### Clock network drawn from the DEF

Bar = 10 um.
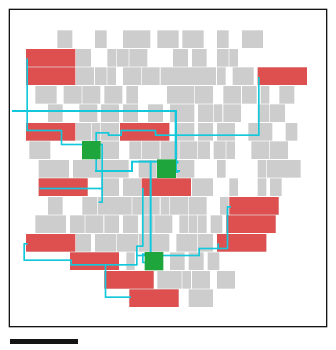
### Register map, names as in the netlist

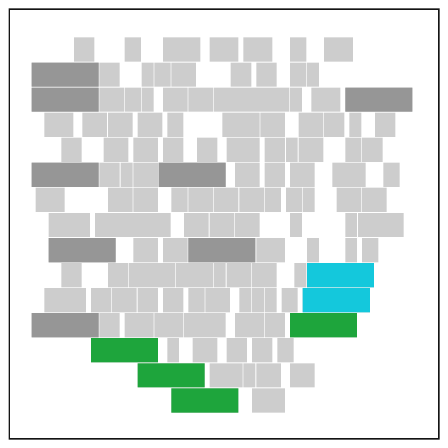
### Cell placement

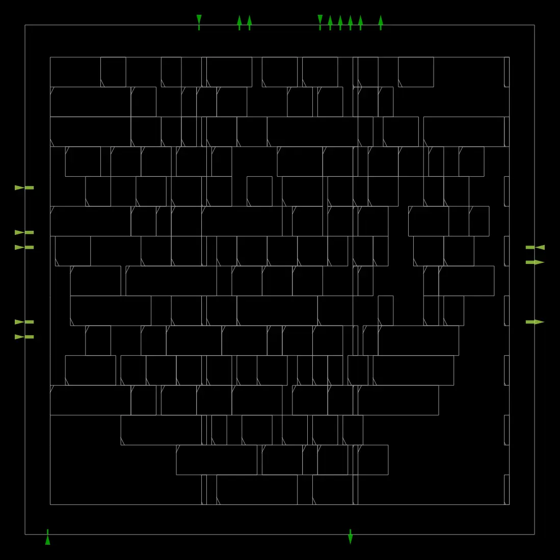
File: config.mk
export PLATFORM = sky130hd
export DESIGN_NAME = elevator_call_panel_flat
export DESIGN_NICKNAME = d
export VERILOG_FILES = /design/src/rtl/elevator_call_panel_pkg.sv /design/src/rtl/elevator_call_panel_if.sv /design/src/rtl/elevator_call_panel_dwell_timer.sv /design/src/rtl/elevator_call_panel.sv /design/src/flat_wrapper.sv
export SDC_FILE = /design/constraint.sdc
export NUM_CORES = 1
export LEC_CHECK = 0
export CAP_MARGIN = 5
export CORE_MARGIN = 2
export CORE_UTILIZATION = 42
export DETAILED_ROUTE_END_ITERATION = 10
export GPL_ROUTABILITY_DRIVEN = 0
export HOLD_SLACK_MARGIN = 0.03
export PLACE_DENSITY = 0.73
export SYNTH_ARGS = -nofsm -noshare
export SYNTH_HDL_FRONTEND = slang
export SYNTH_SLANG_ARGS = --single-unit
File: constraint.sdc
create_clock -name clk -period 1.6 [get_ports clk]
set_clock_uncertainty 0.05 [all_clocks]
set_input_delay 0.32 -clock clk [delete_from_list [all_inputs] [get_ports clk]]
set_output_delay 0.32 -clock clk [all_outputs]
set_load 0.02 [all_outputs]
File: src/rtl/elevator_call_panel_pkg.sv
// Shared elevator definitions: floor/direction encodings and the call-panel state enum.
package elevator_pkg;

  localparam int NFLOORS = 4;

  localparam logic [1:0] FLOOR_A = 2'd0;
  localparam logic [1:0] FLOOR_B = 2'd1;
  localparam logic [1:0] FLOOR_C = 2'd2;
  localparam logic [1:0] FLOOR_D = 2'd3;

  localparam logic DIR_UP   = 1'b0;
  localparam logic DIR_DOWN = 1'b1;

  typedef enum logic [1:0] {
    IDLE  = 2'd0,
    SERVE = 2'd1,
    DWELL = 2'd2
  } panel_state_e;

  function automatic logic [NFLOORS-1:0] floor_onehot(input logic [1:0] f);
    logic [NFLOORS-1:0] one;
    one = {{(NFLOORS-1){1'b0}}, 1'b1};
    return one << f;
  endfunction

endpackage

File: src/rtl/elevator_call_panel_if.sv
// Button/lamp side and controller side signals of the call panel; the panel is the slave.
interface elevator_call_panel_if;
  import elevator_pkg::*;

  logic [NFLOORS-1:0] btn;
  logic [1:0]         floor;
  logic               dir;
  logic               ra;
  logic               rb;
  logic               rc;
  logic               rd;
  logic [NFLOORS-1:0] lamp;
  logic               door_open;
  logic               busy;

  modport master (
    output btn, floor, dir,
    input  ra, rb, rc, rd, lamp, door_open, busy
  );

  modport slave (
    input  btn, floor, dir,
    output ra, rb, rc, rd, lamp, door_open, busy
  );

endinterface

File: src/rtl/elevator_call_panel_dwell_timer.sv
// Door-dwell down-counter: load sets DWELL_CYCLES-1, counts down while enabled, stops at zero.
module dwell_timer #(
  parameter int DWELL_CYCLES = 8
) (
  input  logic clk,
  input  logic rst,
  input  logic load,
  input  logic en,
  output logic done
);

  localparam int W = $clog2(DWELL_CYCLES + 1);

  logic [W-1:0] count_q;
  logic [W-1:0] count_d;

  // Load wins over decrement; decrement saturates at zero
  always_comb begin
    count_d = count_q;
    if (load) begin
      count_d = W'(DWELL_CYCLES - 1);
    end else if (en && (count_q != {W{1'b0}})) begin
      count_d = count_q - W'(1);
    end else begin
      count_d = count_q;
    end
  end

  always_ff @(posedge clk) begin
    if (rst) begin
      count_q <= {W{1'b0}};
    end else begin
      count_q <= count_d;
    end
  end

  assign done = (count_q == {W{1'b0}});

endmodule

File: src/rtl/elevator_call_panel.sv
// Elevator call panel: latches button presses, drives controller requests, times door dwell.
// Optional ELEV_CALL_CANCEL_EN: pressing an already-pending floor cancels that call.
module elevator_call_panel
  import elevator_pkg::*;
#(
  parameter int DWELL_CYCLES = 8
) (
  input  logic                 clk,
  input  logic                 rst,
  elevator_call_panel_if.slave bus
);

  panel_state_e       state_q, state_d;
  logic [NFLOORS-1:0] btn_q;
  logic [NFLOORS-1:0] pend_q, pend_d;
  logic [NFLOORS-1:0] press_s, floor_oh_s, set_s, cancel_s, kept_s, base_s, retire_s, req_s;
  logic               dwell_s, load_s, done_s, unused_dir_s;

  assign press_s      = bus.btn & ~btn_q;
  assign floor_oh_s   = floor_onehot(bus.floor);
  assign dwell_s      = (state_q == DWELL);
  assign unused_dir_s = bus.dir;

`ifdef ELEV_CALL_CANCEL_EN
  // The floor being dwelt at is never cancelled; a press there only reopens the door
  assign cancel_s = press_s & pend_q & ~(dwell_s ? floor_oh_s : {NFLOORS{1'b0}});
  assign set_s    = press_s & ~pend_q;
`else
  assign cancel_s = {NFLOORS{1'b0}};
  assign set_s    = press_s;
`endif

  assign kept_s   = pend_q & ~cancel_s;
  assign base_s   = kept_s | set_s;
  assign retire_s = (base_s & ~floor_oh_s) | (press_s & floor_oh_s);

  // Next-state and pending-call update
  always_comb begin
    state_d = state_q;
    pend_d  = pend_q;
    load_s  = 1'b0;
    case (state_q)
      IDLE, SERVE: begin
        pend_d = base_s;
        if (|(kept_s & floor_oh_s)) begin
          state_d = DWELL;
          load_s  = 1'b1;
        end else if (state_q == IDLE) begin
          state_d = (|pend_q) ? SERVE : IDLE;
        end else begin
          state_d = (|pend_q) ? SERVE : IDLE;
        end
      end
      DWELL: begin
        if (done_s) begin
          pend_d  = retire_s;
          state_d = (|retire_s) ? SERVE : IDLE;
        end else begin
          pend_d = base_s;
          load_s = |(press_s & floor_oh_s);
        end
      end
      default: begin
        state_d = IDLE;
        pend_d  = {NFLOORS{1'b0}};
      end
    endcase
  end

  always_ff @(posedge clk) begin
    if (rst) begin
      state_q <= IDLE;
      btn_q   <= {NFLOORS{1'b0}};
      pend_q  <= {NFLOORS{1'b0}};
    end else begin
      state_q <= state_d;
      btn_q   <= bus.btn;
      pend_q  <= pend_d;
    end
  end

  dwell_timer #(
    .DWELL_CYCLES(DWELL_CYCLES)
  ) u_dwell_timer (
    .clk (clk),
    .rst (rst),
    .load(load_s),
    .en  (dwell_s),
    .done(done_s)
  );

  // While dwelling only the current floor is requested so the controller holds position
  assign req_s         = dwell_s ? floor_oh_s : pend_q;
  assign bus.ra        = req_s[0];
  assign bus.rb        = req_s[1];
  assign bus.rc        = req_s[2];
  assign bus.rd        = req_s[3];
  assign bus.lamp      = pend_q;
  assign bus.door_open = dwell_s;
  assign bus.busy      = (state_q != IDLE);

endmodule

File: src/flat_wrapper.sv
// flat-port wrapper written by rule: the top's interface ports become plain ports
module elevator_call_panel_flat import elevator_pkg::*;
#(
  parameter int DWELL_CYCLES = 8
)
  (clk, rst, bus_btn, bus_floor, bus_dir, bus_ra, bus_rb, bus_rc, bus_rd, bus_lamp, bus_door_open, bus_busy);
  elevator_call_panel_if bus_i ();
  input  logic clk;
  input  logic rst;
  input wire logic [$bits(bus_i.btn)-1:0] bus_btn;
  input wire logic [$bits(bus_i.floor)-1:0] bus_floor;
  input wire logic [$bits(bus_i.dir)-1:0] bus_dir;
  output wire logic [$bits(bus_i.ra)-1:0] bus_ra;
  output wire logic [$bits(bus_i.rb)-1:0] bus_rb;
  output wire logic [$bits(bus_i.rc)-1:0] bus_rc;
  output wire logic [$bits(bus_i.rd)-1:0] bus_rd;
  output wire logic [$bits(bus_i.lamp)-1:0] bus_lamp;
  output wire logic [$bits(bus_i.door_open)-1:0] bus_door_open;
  output wire logic [$bits(bus_i.busy)-1:0] bus_busy;
  assign bus_i.btn = bus_btn;
  assign bus_i.floor = bus_floor;
  assign bus_i.dir = bus_dir;
  assign bus_ra = bus_i.ra;
  assign bus_rb = bus_i.rb;
  assign bus_rc = bus_i.rc;
  assign bus_rd = bus_i.rd;
  assign bus_lamp = bus_i.lamp;
  assign bus_door_open = bus_i.door_open;
  assign bus_busy = bus_i.busy;
  elevator_call_panel #(.DWELL_CYCLES(DWELL_CYCLES)) u_core (.clk(clk), .rst(rst), .bus(bus_i));
endmodule
==> Changelog: implementation <==
### Physical design

* Status: completed
* Met3 wire length at 101 um
* Critical path class: flop to primary output
* Fill cells at 145
* Design area at 1120 um^2
* Synthesis area per yosys at 757 um^2
* Crit start category: flop
* Top logic family: simple AND/OR/NAND/NOR gates
* Die Width at 46.5 um
* Slew headroom at 0.766
* Cell internal pwr at 696 uW
* Total Power at 1.04 mW
* Top area cell types: dfxtp_1, nand2b_1, mux4_2
* Xor/xnor share at 0
* Syn avg cell area at 8.51 um^2
* Dominant logic cell type in the layout: buf_4
* Comb gates at 68
* Crit Path Max Fanout at 4
* Crit path largest cell delay at 0.34 ns
* CP Depth at 3
* Routed len/inst at 12.7 um
* Max Root-Sink Buffers at 2
* Top Consumer: registers
* # DRC at 0
* Instance area at placement at 1070 um^2
* Dpl cells at 146
* Ys cells at 89
* GRT Total Usage at 0.211
* Wirelength, routed at 1950 um
* Switching power at 340 uW
* Setup bufs post-CTS at 3
* CP Data Required Time at 1.23 ns
* Critical path buffers and inverters at 2
* Area grow syn2layout at 48.3%
* Logic gate fraction of the total cell area at 0.406
* Area leader, netlist: dfxtp_1
* Buffer share of cell area at 0.271
* Post-synth regs at 14
* P_seq at 417 uW
* R2R Path End: u_core.state_q[0]
* Port Buffers at 17
* Global-route wire length before repair at 3190 um
* Met2 Use GR at 0.314
* Hold WS at 0.231 ns
* Post-Syn Area at 757 um^2
* CTS clk-pin slew, worst paths at 0.09 ns
* Tmin final at 1.56 ns
* Clk sinks at 14
* Mux share at 0.0876
* Later-pin clock latency in the skew report at 0.29 ns
* Most instantiated logic cells after routing: buf_4, dfxtp_1, nand2_1, nand2b_1, dlygate4sd2_1
* Peak supply drop at 0.638 mV
* Critical Path End: bus_busy
* Fin. Hold Viols at 0
* Layout buffer count excluding clock buffers at 38
* Flip-flops at 14
* Clock Network Area Fraction at 0.0323
* DR WL met2 at 882 um
* Clock group at 266 uW
* Highest Signal Layer: met4
* GR Layer Usage met1 at 0.275
* Non-clock inverters at 4
* Crit path launch: u_core.state_q[1]
* R2R Path Start: u_core.bus.lamp[3]
* Final core utilization at 0.657
* Total congestion overflow at 0
* Root buf cell: clkbuf_4
* Synthesized netlist cell count at 89
Notes on 'Clock network drawn from the DEF' above:
[cyan] clock wires | length: 211 um
[red] flip-flops | count: 14
[green] clock drivers | count: 3
routed clock nets: 4

Notes on 'Register map, names as in the netlist' above:
| color | signal | sequential cells |
|---|---|---|
| cyan | u_core.state_q | 2 |
| green | u_core.u_dwell_timer.count_q | 4 |
not colored: 8

Notes on 'Cell placement' above:
final cell count without fillers: 153
sequential share of cell area: 0.250

Power is estimated from default activity; no workload was simulated.
